==> config.mk <==
export PLATFORM = sky130hd
export DESIGN_NAME = mem_access
export DESIGN_NICKNAME = d
export VERILOG_FILES = /design/src/rtl/mem_access.sv
export SDC_FILE = /design/constraint.sdc
export NUM_CORES = 1
export LEC_CHECK = 0
export CAP_MARGIN = 0
export CORE_MARGIN = 1
export CORE_UTILIZATION = 45
export CTS_BUF_LIST = sky130_fd_sc_hd__clkbuf_8
export DETAILED_ROUTE_END_ITERATION = 6
export PLACE_DENSITY = 0.94
export SETUP_SLACK_MARGIN = 0.5
export SLEW_MARGIN = 0
export SYNTH_ARGS = -nofsm -noshare
export SYNTH_HDL_FRONTEND = slang
export SYNTH_SLANG_ARGS = --single-unit
export TNS_END_PERCENT = 50
==> constraint.sdc <==
create_clock -name clk -period 5.5 [get_ports clk]
set_input_delay 1.1 -clock clk [delete_from_list [all_inputs] [get_ports clk]]
set_output_delay 1.1 -clock clk [all_outputs]
set_load 0.05 [all_outputs]
==> src/rtl/mem_access.sv <==
// Data-memory access unit: validates a load/store from execute, runs one
// request/acknowledge bus transaction, and hands the raw word to the load aligner.
module mem_access #(
    parameter int TIMEOUT = 255
) (
    input  logic        clk,
    input  logic        rst,
    input  logic        req_valid,
    output logic        req_ready,
    input  logic        req_is_store,
    input  logic [2:0]  req_funct3,
    input  logic [31:0] req_addr,
    input  logic [31:0] req_wdata,
    input  logic        flush,
    output logic        dmem_req,
    output logic        dmem_we,
    output logic [31:0] dmem_addr,
    output logic [31:0] dmem_wdata,
    output logic [3:0]  dmem_be,
    input  logic        dmem_ack,
    input  logic [31:0] dmem_rdata,
    output logic        resp_valid,
    input  logic        resp_ready,
    output logic [31:0] resp_data,
    output logic [1:0]  resp_rem,
    output logic [2:0]  resp_info,
    output logic        resp_is_store,
    output logic [1:0]  resp_err
);

    typedef enum logic [1:0] {IDLE, REQ, RESP} state_t;
    typedef enum logic [1:0] {ERR_OK, ERR_MISALIGN, ERR_ILLEGAL, ERR_TIMEOUT} err_t;

    localparam int CW = $clog2(TIMEOUT);
    localparam logic [CW-1:0] CNT_LAST = CW'(TIMEOUT - 1);

    state_t        state, state_d;
    logic [CW-1:0] cnt;
    logic          drop;
    logic          accept;
    logic          timed_out;
    err_t          dec_err;
    logic [3:0]    be_d;
    logic [31:0]   wdata_d;

    function automatic err_t decode(input logic is_store, input logic [2:0] f3,
                                    input logic [1:0] off);
        logic illegal;
        logic misaligned;
        illegal    = is_store ? (f3 > 3'b010)
                              : (f3 == 3'b011 || f3 == 3'b110 || f3 == 3'b111);
        // Halfwords at offset 01 stay legal: the aligner handles that case.
        misaligned = (f3[1:0] == 2'b01 && off == 2'b11) ||
                     (f3[1:0] == 2'b10 && off != 2'b00);
        if (illegal)         return ERR_ILLEGAL;
        else if (misaligned) return ERR_MISALIGN;
        else                 return ERR_OK;
    endfunction

    assign req_ready  = (state == IDLE) && !flush;
    assign resp_valid = (state == RESP);
    assign accept     = req_valid && req_ready;
    assign timed_out  = (cnt == CNT_LAST);

    // NOTE: every always_comb output gets a default first so no path can infer a latch.
    always_comb begin
        dec_err = decode(req_is_store, req_funct3, req_addr[1:0]);
        be_d    = 4'b1111;
        wdata_d = 32'h0;
        if (req_is_store) begin
            wdata_d = req_wdata << {req_addr[1:0], 3'b000};
            case (req_funct3[1:0])
                2'b00:   be_d = 4'b0001 << req_addr[1:0];
                2'b01:   be_d = 4'b0011 << req_addr[1:0];
                default: be_d = 4'b1111;
            endcase
        end
    end

    always_comb begin
        state_d = state;
        case (state)
            IDLE: if (accept) state_d = (dec_err == ERR_OK) ? REQ : RESP;
            REQ:  if (dmem_ack || timed_out) state_d = (drop || flush) ? IDLE : RESP;
            RESP: if (resp_ready || flush) state_d = IDLE;
            default: state_d = IDLE;
        endcase
    end

    // NOTE: sequential state uses non-blocking assignments so every register
    // samples pre-edge values regardless of statement order.
    always_ff @(posedge clk or posedge rst) begin
        if (rst) begin
            state         <= IDLE;
            cnt           <= '0;
            drop          <= 1'b0;
            dmem_req      <= 1'b0;
            dmem_we       <= 1'b0;
            dmem_addr     <= 32'h0;
            dmem_wdata    <= 32'h0;
            dmem_be       <= 4'h0;
            resp_data     <= 32'h0;
            resp_rem      <= 2'b00;
            resp_info     <= 3'b000;
            resp_is_store <= 1'b0;
            resp_err      <= 2'b00;
        end else begin
            state <= state_d;
            case (state)
                IDLE: begin
                    if (accept) begin
                        cnt           <= '0;
                        drop          <= 1'b0;
                        resp_data     <= 32'h0;
                        resp_rem      <= req_addr[1:0];
                        resp_info     <= req_funct3;
                        resp_is_store <= req_is_store;
                        resp_err      <= dec_err;
                        if (dec_err == ERR_OK) begin
                            dmem_req   <= 1'b1;
                            dmem_we    <= req_is_store;
                            dmem_addr  <= {req_addr[31:2], 2'b00};
                            dmem_wdata <= wdata_d;
                            dmem_be    <= be_d;
                        end
                    end
                end
                REQ: begin
                    // The bus op is never retracted; a flush only suppresses the response.
                    drop <= drop || flush;
                    if (dmem_ack) begin
                        dmem_req <= 1'b0;
                        dmem_we  <= 1'b0;
                        resp_err <= ERR_OK;
                        if (!resp_is_store) resp_data <= dmem_rdata;
                    end else if (timed_out) begin
                        dmem_req <= 1'b0;
                        dmem_we  <= 1'b0;
                        resp_err <= ERR_TIMEOUT;
                    end else begin
                        cnt <= cnt + CW'(1);
                    end
                end
                default: ;
            endcase
        end
    end

endmodule

Run 1, routed metal per tile:
The bar under the picture is 20 um long. The die is cut into 22 by 22 equal tiles; dark blue is low, red is high, scaled to the fullest tile. Values are wire area over tile area, all layers added.
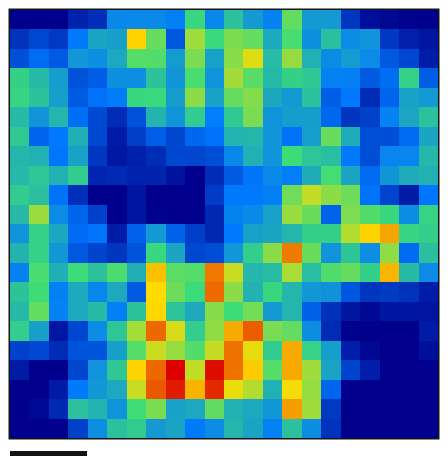
tiles over half the peak: 21%
densest ninth of the die: bottom centre
nearly empty tiles: 11%
emptiest ninth of the die: lower right
fullest tile: 0.64

Run 1, sequential cells coloured by netlist name:
The bar under the picture is 20 um long. Other sequential cells in the stronger grey, the rest of the logic in the fainter grey.
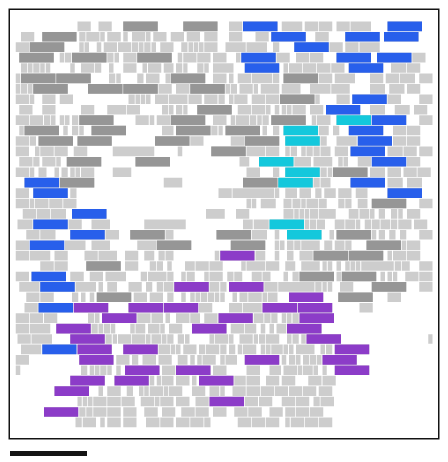
[blue] dmem_addr | sequential cells: 30
[purple] dmem_wdata | sequential cells: 32
[cyan] cnt | sequential cells: 8
not coloured: 49

Run 1, congestion heat map:
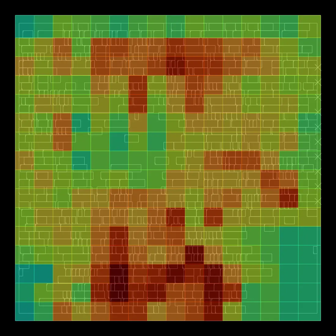
GRT met2 Usage: 41.8%
Routed WL per cell: 17.5 um
Finished Core Util: 69.7%
all-layer global routing usage: 26.1%

[run 1: tightest hold or removal path: cells and delay by family, from the launching register on]
family | cells | cell delay, ns
flops | 1 | 0.35
simple gates | 2 | 0.10
[run 1: cells by family (layout without fill, tap and decap cells)]
group                    after synthesis  after routing  share of synthesized area, %
adder cells (fa/ha/maj)                2              2                         0.462
AND/OR/NAND/NOR                      206            206                          16.2
multiplexers                          56             56                          12.3
other                                  1              2                        0.0692
flip-flops                           119            119                          55.0
XOR/XNOR                               2              2                         0.324
AND-OR/OR-AND                        107            107                          11.9
buffers and inverters                 43            259                          3.77
[run 1: sequential cells by signal, indices dropped and copies added (netlist names), 2 cells and up]
register    count
dmem_wdata     32
resp_data      32
dmem_addr      30
cnt             8
dmem_be         4
resp_info       3
resp_err        2
resp_rem        2
state           2
[run 1: synth_stat cells (all sizes together), types with 2 or more instances]
library cell / instances / share of area (%)
and3: 2 / 0.23
dfrtp: 119 / 55
o211ai: 3 / 0.42
o31ai: 9 / 1.2
o2111ai: 2 / 0.44
nand3: 16 / 1.5
a21oi: 8 / 0.74
mux2: 31 / 7.7
xor2: 2 / 0.32
nand2: 156 / 11
nor3: 4 / 0.37
a21o: 3 / 0.42
inv: 6 / 0.42
nand2b: 2 / 0.23
mux2i: 25 / 4.6
ha: 2 / 0.46
o2bb2ai: 7 / 1.1
a211oi: 3 / 0.42
buf: 21 / 2.2
nor2b: 5 / 0.58
clkbuf: 16 / 1.1
o21ai: 67 / 6.2
nand3b: 2 / 0.28
nor2: 10 / 0.69
nor4: 2 / 0.23
[run 1: area by class of cell]
class                      instances  area, um^2  area share [%]
sequential                       119        2980            36.9
tap                              143         179            2.22
timing repair buffer             222        2200            27.3
multi-input combinational        375        2260            28.0
clock buffer                      20         275            3.41
clock inverter                    11         149            1.85
inverter                           6        25.0           0.310
[run 1: final timing paths]
check                                 to  slack, ns  depth (start not counted)
max                            req_ready       1.72                          3
min                         resp_info[2]       0.49                          2
max reg2reg                dmem_addr[10]       3.11                          5
min reg2reg                 resp_info[2]       0.49                          2
max in group asynchronous   resp_data[6]       3.14                          3
min in group asynchronous  dmem_addr[30]       1.24                          2
[run 1: placed cells by master (no fill, tap or decap), drive strengths merged, types with 2 or more instances in the layout]
| cell type | n |
|---|---|
| nand2 | 156 |
| nor4 | 2 |
| mux2i | 25 |
| a21o | 3 |
| clkbuf | 20 |
| a21oi | 8 |
| o2bb2ai | 7 |
| nand3 | 16 |
| buf | 8 |
| nor2 | 10 |
| o2111ai | 2 |
| clkinv | 5 |
| o21ai | 67 |
| clkdlybuf4s50 | 214 |
| ha | 2 |
| and3 | 2 |
| xor2 | 2 |
| conb | 2 |
| dfrtp | 119 |
| a211oi | 3 |
| nand2b | 2 |
| nor2b | 5 |
| o31ai | 9 |
| bufinv | 3 |
| o211ai | 3 |
| nor3 | 4 |
| nand3b | 2 |
| clkinvlp | 3 |
| inv | 6 |
| mux2 | 31 |
[run 1: through the flow]
step                cells  setup slack (ns)
finish                896              1.72
global placement      865              1.78
detailed placement    865              1.73
floorplan             537              1.24
CTS                   896              1.74
global route          896              1.69
==> metrics.yaml, run 1 <==
std_cell_rows: 39
power_top_consumer: "combinational cells"
root_buffer: "clkbuf_8"
grt_max_degree: 80
cts_tree: "done"
n_fill_cell: 809
cts_hold_buf: 0
internal_power_uw: 2330
critPathMaxFanout: 6
switchingPower_uw: 1830
top_layer: "met4"
vias: 4896
synth-seq-cells: 119
yosysChipArea_um2: 5420
drtPass1Iterations: 7
design_area_um2: 8060
path_class: "input pin to primary output"
p_clk_uw: 840
worstPathRequired_ns: 4.40
layout-drive-gt1-share_pct: 10.1
crit_family: "buffers and inverters"
status: "finished with violations"
synth_cells: 536
ys_warn_count: 0
met3_length_um: 1160
netlist_area_um2: 5420
grt_setup_unrepaired: "no"
cts_setup_buffers: 0
period_used_pct: 68.7
ys_async_sr_fraction_pct: 100
whs_ns: 0.485
cp-end-kind: "primary output"
met1_length_um: 6170
hpwlAfterDp_um: 11200
numCtsBuffers: 17
seqPwrFrac_pct: 31.4
hold_class: "flop to flop"
placed_area_um2: 7640
clk_latency_ns: 0.43
ys_seq_share_pct: 55.0
antenna_cells: 0
comb_power_share_pct: 48.5
setup_violations: 0
crit_top_cell: "clkdlybuf4s50_1"
clkPwrFrac_pct: 20.2
path_cells: "clkdlybuf4s50_1, nor3_1, clkdlybuf4s50_1"
die-area_um2: 12500
post_cts_resized: 0
grt_remaining_overflow: 0
edf_count: 0
worst_setup_path_start_kind: "input pin"
hp-start: "resp_info[2]"
clockBufferDepth: 2
ios: 218
timing.critical_path.buf_inv: 2
drv_cap: 0
hold_violations: 0
r2r_start: "state[0]"
cts.sinks: 119
critPathMaxStageDelay_ns: 0.83
coreArea_um2: 11600
startpoint: "flush"
finClkSkew_ns: 0.0109
initCoreUtil_pct: 46.8
syn_avg_cell_area_um2: 10.1
ant_nets: 0
synth.distinct_cells: 44
seq_power_uw: 1310
drc_errors: 10
timing.slew.headroom_pct: 23.6
die_h_um: 112
gp_congestion: 0.859
path_clk_slew_ns: 0.07
drt-vias-per-instance: 5.46
leakage_uw: 0.00353
period_needed_ns: 3.78
synthToLayoutAreaGrowth_pct: 48.9
tns_ns: 0
die_width_um: 112
met2_length_um: 7540
met1_usage_pct: 31.0
synth_top_flop_cell: "dfrtp_1"
grt.busiest_layer: "met2"
tightest_slew_ns: 1.14
ys_cells: 536
grt_pass1_vias: 5185
use_met3_pct: 7.51
grt_pass1_wl_um: 25400
violations: "DRC"
drt_iter0_drc: 359
power.total_uw: 4170
p_per_area_nw_per_um2: 517
cp.arrival_ns: 2.68
fin_nets: 849
slew_viol_final: 0
wirelength_um: 15700
pg_comb_uw: 2020
log.warning_count: 27
peakVddDrop_mv: 0.409
h-tree-depth: 4
max_freq_mhz: 265
antenna_found_initial: 0
cpMaxStageDelayCell: "clkdlybuf4s50_1"
switching_share_pct: 44.0
io_buffer_count: 215
Run 1, metal layers overlaid:
The bar under the picture is 20 um long.
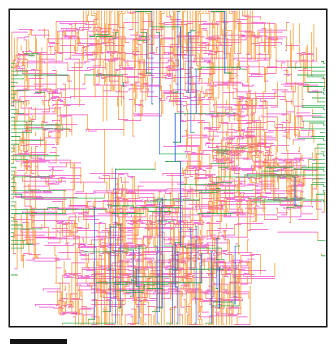

--- run 2 (diff from run 1) ---
Settings changed: CORE_UTILIZATION 45 to 41, PLACE_DENSITY 0.94 to 0.91.
Clock period 5.5 ns to 3.45 ns, I/O delays scaled along.
Run 2, metal layers overlaid:
The bar under the picture is 20 um long.
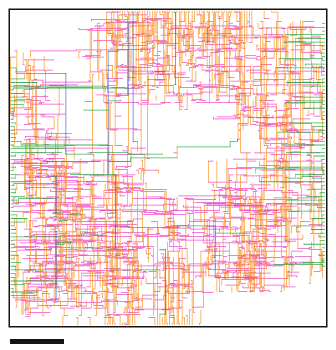
[orange] M2 | wire length: 7,340 um
[magenta] M1 | wire length: 5,940 um
[blue] M4 | wire length: 286 um
[green] M3 | wire length: 1,270 um

Run 2, routed metal per tile:
The bar under the picture is 20 um long. The die is cut into 23 by 23 equal tiles; dark blue is low, red is high, scaled to the fullest tile. Values are wire area over tile area, all layers added.
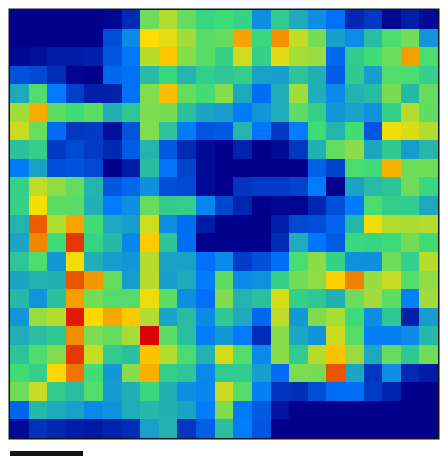
fullest tile: 0.48
emptiest ninth of the die: centre
mean over tiles: 0.18
tiles over half the peak: 32%
nearly empty tiles: 10%

Run 2, cell classes on the final placement:
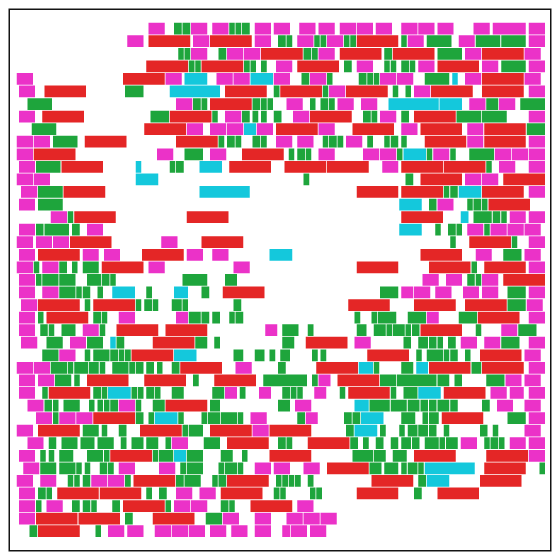
[cyan] clock drivers and dummy loads | cells: 32 | share of their area: 5.5%
[red] registers | cells: 119 | share of their area: 38%
[magenta] remaining buffers and delay cells | cells: 225 | share of their area: 28%
[green] remaining logic cells | cells: 381 | share of their area: 29%

==> metrics.yaml, run 2 <==
drv_cap: 0  # unchanged
yosysChipArea_um2: 5420  # unchanged
ys_sh_simple_pct: 16.2  # unchanged
ys_sh_aoi_pct: 11.9  # unchanged
final_common_cell: "clkdlybuf4s50_1"
final_cell_mix: "clkdlybuf4s50_1 (213), nand2_1 (156), dfrtp_1 (119)"
path_clk_slew_ns: 0.06  # about the same
peakVddDrop_mv: 0.582  # +42%
path_class: "flop to primary output"
tns_ns: 0  # unchanged
cts.sinks: 119  # unchanged
drtPass1Iterations: 4  # -3
h-tree-depth: 4  # unchanged
grt_max_degree: 120  # +50%
ant_nets: 0  # unchanged
edf_count: 0  # unchanged
fin_nets: 852  # +0.35%
cp-end-kind: "primary output"
top_area_share_pct: 55.0  # unchanged
critPathMaxFanout: 8  # +2
synthXorXnorAreaFrac_pct: 0.323  # unchanged
reg_top3: "dmem_wdata (32), resp_data (32), dmem_addr (30)"
hold_class: "flop to flop"
cts_tree: "done"
drt_iter0_drc: 229  # -36%
ys_async_sr_fraction_pct: 100  # unchanged
wirelength_um: 14800  # -5.4%
ys_sh_adder_pct: 0.462  # unchanged
log.warning_count: 29  # +7.4%
design_area_um2: 8150  # +1.1%
finClkSkew_ns: 0.0119  # +0.00101 ns
power.total_uw: 6650  # +60%
whs_ns: 0.476  # -0.00892 ns
leakage_uw: 0.00356  # +0.89%
common_cells: "nand2_1 (156), dfrtp_1 (119), o21ai_0 (66)"
slew_viol_final: 0  # unchanged
final_core_util_pct: 63.8  # -5.9 points
drt-vias-per-instance: 5.04  # -7.7%
cp.arrival_ns: 2.03  # -0.65 ns
setup_violations: 0  # unchanged
synth.distinct_cells: 44  # unchanged
status: "complete, no violations"
critPathMaxStageDelay_ns: 0.82  # about the same
max_freq_mhz: 368
area_leaders: "dfrtp_1 (55%), nand2_1 (11%), o21ai_0 (6.1%), mux2_4 (5.0%), mux2i_1 (4.6%)"
hold_violations: 0  # unchanged
synthToLayoutAreaGrowth_pct: 50.4
cts_setup_buffers: 0  # unchanged
period_needed_ns: 2.72
path_cells: "inv_1, nor2_1, clkdlybuf4s50_1"
antenna_found_initial: 0  # unchanged
clk_latency_ns: 0.44  # about the same
root_buffer: "clkbuf_8"
ys_warn_count: 0  # unchanged
initCoreUtil_pct: 42.4  # -4.4 points
grt_util_all_layers_pct: 21.6  # -4.5 points
mux_share_pct: 12.3  # unchanged
worst_setup_path_start_kind: "flop"
die-area_um2: 13700  # +9.6%
std_cell_rows: 41  # +5.1%
numCtsBuffers: 17  # unchanged
layout-drive-gt1-share_pct: 10.3  # +0.21 points
grt_pass1_wl_um: 22300  # -13%
wl_per_cell_um: 16.0  # -8.8%
die_h_um: 117  # +4.7%
worstPathRequired_ns: 2.76  # -1.64 ns
ios: 218  # unchanged
timing.slew.headroom_pct: 48.8  # +25 points
hpwlAfterDp_um: 10500  # -6.0%
vias: 4685  # -4.3%
gp_congestion: 0.807  # -6.0%
timing.critical_path.buf_inv: 2  # unchanged
ys_cells: 536  # unchanged
synth-seq-cells: 119  # unchanged
cpMaxStageDelayCell: "clkdlybuf4s50_1"
io_buffer_count: 215  # unchanged
netlist_area_um2: 5420  # unchanged
syn_avg_cell_area_um2: 10.1  # unchanged
top_logic_kind: "simple AND/OR/NAND/NOR gates"
tightest_slew_ns: 0.768  # -0.375 ns
coreArea_um2: 12800  # +10%
antenna_cells: 0  # unchanged
ys_seq_share_pct: 55.0  # unchanged
crit_family: "buffers and inverters"
synth_cells: 536  # unchanged
grt_pass1_vias: 4521  # -13%
synth_top_flop_cell: "dfrtp_1"
clockBufferDepth: 2  # unchanged
most_common_cell: "nand2_1"
cts_hold_buf: 0  # unchanged
drc_errors: 0  # -10
largest_area_cell: "dfrtp_1"
placed_area_um2: 7710  # +1.0%
grt_setup_unrepaired: "no"
p_per_area_nw_per_um2: 816  # +58%
grt_remaining_overflow: 0  # unchanged
period_used_pct: 78.8
die_width_um: 117  # +4.7%
-- run 2: kinds of logic (layout without fill, tap and decap cells) --
logic type / after synthesis / in the layout
compound gates: 107 / 107
xor+xnor: 2 / 2
fa+ha+maj: 2 / 2
buf+inv: 43 / 263
flops: 119 / 119
mux: 56 / 56
other cells: 1 / 2
simple gates: 206 / 206
-- run 2: metal layers --
metal	routed length (um)	global-route usage (%)	part of all wire [%]	vias to the layer above
li1	-	-	-	2246
met1	5940	24.9	40	2227
met2	7340	36.4	49	185
met3	1270	8.08	8.6	27
met4	285	8.61	1.9	0
met5	0	0	0	-
-- run 2: tightest hold or removal path: cells and delay by family, from the launching register on --
family           cells  cell delay, ns
DFF                  1            0.34
and+or+nand+nor      2            0.10
-- run 2: layout make-up --
cell class	instances	area [um^2]
Clock buffer	18	248
Tap cell	172	215
Sequential cell	119	2980
Timing Repair Buffer	225	2230
Clock inverter	14	185
Multi-Input combinational cell	375	2260
Inverter	6	26.3
Fill cell	1004	4630
-- run 2: report_power, final --
group	internal [uW]	leakage, uW	switching (uW)
combinational	1140	0.00179	2060
sequential	1810	0.00155	262
clock	799	0.000219	576
-- run 2: path summary, 6_finish.rpt --
kind | from | end | slack [ns] | cells past startpoint
hold reg to reg | resp_info[0] | resp_info[0] | 0.48 | 2
setup reg to reg | state[0] | dmem_addr[3] | 1.38 | 4
max in group asynchronous | rst | dmem_addr[3] | 2.17 | 3
hold / removal | resp_info[0] | resp_info[0] | 0.48 | 2
min in group asynchronous | rst | dmem_addr[15] | 0.80 | 3
setup / recovery | state[1] | resp_valid | 0.73 | 3
-- run 2: through the flow --
stage,instances,setup slack (ns)
floorplan,537,1.03
global placement,897,0.536
detailed placement,897,0.490
CTS,929,0.710
global route,929,0.622
finish,929,0.731
-- run 2: timing repair --
| item | 4_1_cts | 5_1_grt |
|---|---|---|
| resized | 1 | 0 |
| setup endpoints to repair | 1 | 0 |
| endpoints found under the hold margin | 0 | 0 |
Run 2, congestion heat map:
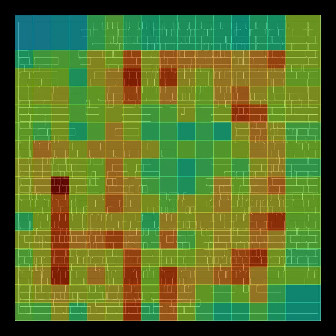

--- run 3 (diff from run 2) ---
Settings changed: CORE_UTILIZATION 41 to 45, PLACE_DENSITY 0.91 to 0.94.
Clock period 3.45 ns to 2.8 ns, I/O delays scaled along.
Run 3, congestion heat map:
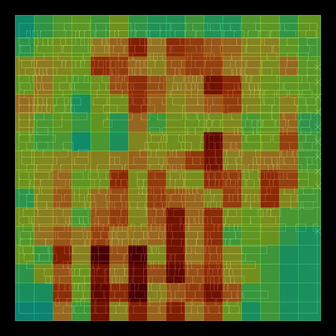
Finished Core Util: 70.1%
Most Crowded Layer GR: met2
met1 Use GR: 29.5%

Run 3, routed metal per tile:
The bar under the picture is 20 um long. The die is cut into 22 by 22 equal tiles; dark blue is low, red is high, scaled to the fullest tile. Values are wire area over tile area, all layers added.
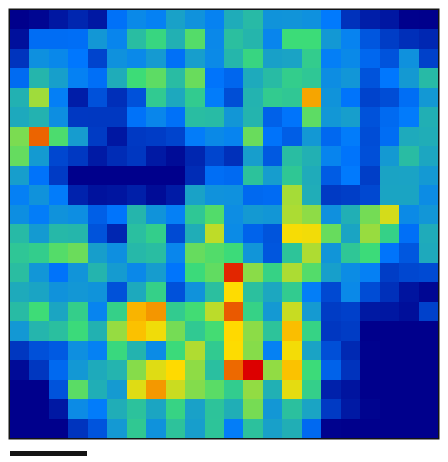
fullest tile: 0.66
nearly empty tiles: 9.1%
tiles over half the peak: 15%

Run 3, sequential cells coloured by netlist name:
The bar under the picture is 20 um long. Other sequential cells in the stronger grey, the rest of the logic in the fainter grey.
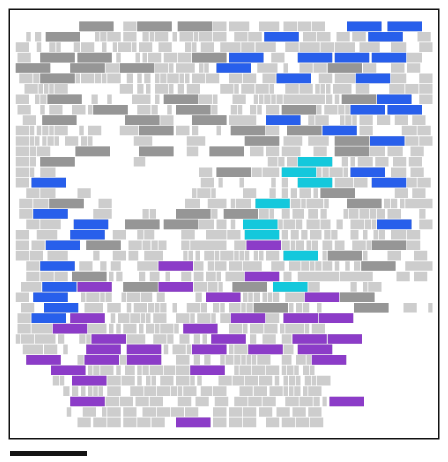
[purple] dmem_wdata | sequential cells: 32
[cyan] cnt | sequential cells: 8
[blue] dmem_addr | sequential cells: 30

==> metrics.yaml, run 3 <==
status: "finished with violations"
violations: "DRC"
power.total_uw: 8120  # +22%
worst_setup_path_start_kind: "flop"
fin_cells: 900  # -3.1%
root_buffer: "clkbuf_8"
wirelength_um: 15600  # +5.0%
syn_avg_cell_area_um2: 10.1  # unchanged
log.warning_count: 31  # +6.9%
critPathMaxFanout: 3  # -5
ant_nets: 0  # unchanged
drv_cap: 0  # unchanged
h-tree-depth: 4  # unchanged
timing.critical_path.buf_inv: 1  # -1
grt_max_degree: 120  # unchanged
cp.depth: 1  # -2
hpwlAfterDp_um: 11200  # +6.2%
p_per_area_nw_per_um2: 1000  # +23%
grt_remaining_overflow: 0  # unchanged
io_buffer_count: 215  # unchanged
drt_iter0_drc: 332  # +45%
std_cell_rows: 39  # -4.9%
drtPass1Iterations: 7  # +3
top_area_share_pct: 55.0  # unchanged
drc_errors: 10  # +10
fin_nets: 852  # unchanged
slew_viol_final: 0  # unchanged
layout-drive-gt1-share_pct: 11.0  # +0.66 points
clk_latency_ns: 0.43  # about the same
worstPathRequired_ns: 2.24  # -0.52 ns
finClkSkew_ns: 0.00859  # -0.00331 ns
hold_violations: 0  # unchanged
die-area_um2: 12500  # -8.7%
cts_tree: "done"
most_common_cell: "nand2_1"
leakage_uw: 0.00355  # -0.16%
logic_area_um2: 2260  # unchanged
numCtsBuffers: 17  # unchanged
synth.distinct_cells: 44  # unchanged
grt_util_all_layers_pct: 25.7  # +4.1 points
peakVddDrop_mv: 0.838  # +44%
clockBufferDepth: 2  # unchanged
largest_area_cell: "dfrtp_1"
drt-vias-per-instance: 5.35  # +6.0%
initCoreUtil_pct: 46.8  # +4.4 points
cts.sinks: 119  # unchanged
antenna_found_initial: 0  # unchanged
setup_violations: 0  # unchanged
gp_congestion: 0.850  # +5.3%
finalWorstSetupSlack_ns: 0.543  # -0.187 ns
path_cells: "clkdlybuf4s50_1"
ys_warn_count: 0  # unchanged
die_width_um: 112  # -4.5%
final_cell_mix: "clkdlybuf4s50_1 (212), nand2_1 (156), dfrtp_1 (119)"
coreArea_um2: 11600  # -9.5%
synth-seq-cells: 119  # unchanged
cp-end-kind: "primary output"
yosysChipArea_um2: 5420  # unchanged
cts_hold_buf: 0  # unchanged
timing.slew.headroom_pct: 55.0  # +6.2 points
r2r_cells: 5  # +1
seq_area_um2: 2980  # unchanged
max_freq_mhz: 443
common_cells: "nand2_1 (156), dfrtp_1 (119), o21ai_0 (66)"
die_h_um: 112  # -4.5%
cts_setup_buffers: 0  # unchanged
synth_cells: 536  # unchanged
ys_seq_share_pct: 55.0  # unchanged
path_clk_slew_ns: 0.07  # about the same
tightest_slew_ns: 0.673  # -0.0949 ns
netlist_area_um2: 5420  # unchanged
hold_depth: 2  # unchanged
hold_class: "flop to flop"
vias: 4812  # +2.7%
critPathMaxStageDelay_ns: 0.87  # +0.05 ns
grt_pass1_wl_um: 24900  # +12%
n_fill_cell: 836  # -17%
period_used_pct: 80.6
ios: 218  # unchanged
cpMaxStageDelayCell: "clkdlybuf4s50_1"
tns_ns: 0  # unchanged
ys_cells: 536  # unchanged
antenna_cells: 0  # unchanged
place_ws_ns: -0.0661  # -0.556 ns
crit_family: "buffers and inverters"
synthToLayoutAreaGrowth_pct: 49.8
final_common_cell: "clkdlybuf4s50_1"
cp.arrival_ns: 1.70  # -0.33 ns
edf_count: 0  # unchanged
grt_pass1_vias: 4923  # +8.9%
area_leaders: "dfrtp_1 (55%), nand2_1 (11%), o21ai_0 (6.1%), mux2_4 (5.0%), mux2i_1 (4.6%)"
period_needed_ns: 2.26
reg_top3: "dmem_wdata (32), resp_data (32), dmem_addr (30)"
placed_cells: 868  # -3.2%
wl_per_cell_um: 17.3  # +8.3%
ys_async_sr_fraction_pct: 100  # unchanged
synth_top_flop_cell: "dfrtp_1"
path_class: "flop to primary output"
grt_setup_unrepaired: "yes"
[run 3: cell counts after synthesis]
Identical to the previous run, type by type.
[run 3: worst reg2reg max path, delay by kind of cell (launching register included)]
family	cells	cell delay (ns)
AOI/OAI and AO/OA	3	0.66
and+or+nand+nor	1	0.47
DFF	1	0.53
buffers and inverters	1	0.25
[run 3: layout make-up]
cell class              count  share of cell area (%)
well taps                 143                    2.21
clock buffers              19                    3.22
inverters                   6                   0.324
multi-input cells         375                    27.9
flip-flops and latches    119                    36.7
clock inverters            13                    1.80
repair buffers            225                    27.9
[run 3: path summary, 6_finish.rpt]
path	from	slack, ns	to
min reg2reg	resp_info[2]	0.49	resp_info[2]
min	resp_info[2]	0.49	resp_info[2]
max in group asynchronous	rst	1.67	dmem_wdata[15]
max reg2reg	state[0]	0.84	resp_err[1]
max	resp_is_store	0.54	resp_is_store
min in group asynchronous	rst	0.67	dmem_req
[run 3: cell families (layout without fill, tap and decap cells)]
logic type / count (synthesis) / count (layout) / share of synthesized area (%)
AND/OR/NAND/NOR: 206 / 206 / 16.2
flip-flops: 119 / 119 / 55.0
AND-OR/OR-AND: 107 / 107 / 11.9
multiplexers: 56 / 56 / 12.3
buffers and inverters: 43 / 263 / 3.77
adder cells (fa/ha/maj): 2 / 2 / 0.462
XOR/XNOR: 2 / 2 / 0.324
other: 1 / 2 / 0.0692
[run 3: repair_timing]
action / 4_1_cts / 5_1_grt
gates resized: 2 / 4
setup endpoints to repair: 12 / 5
pin swaps: 0 / 0
[run 3: layer usage]
metal,part of all wire (%),GRT usage (%)
met1,39,29.5
met3,7.0,6.59
met4,3.8,14.1
met2,50,43.9
met5,0,0
[run 3: metrics by stage]
step                hold WS, ns  instance area [um^2]
floorplan                 0.485                  5420
global placement          0.463                  7700
detailed placement        0.472                  7700
CTS                       0.489                  8110
global route              0.516                  8110
finish                    0.488                  8110
[run 3: report_power, final]
part	internal [uW]	total (uW)	switching, uW
clock network	848	1580	735
logic	1410	3970	2560
registers	2230	2570	337
total	4490	8120	3630
Power is estimated from default activity; no workload was simulated.
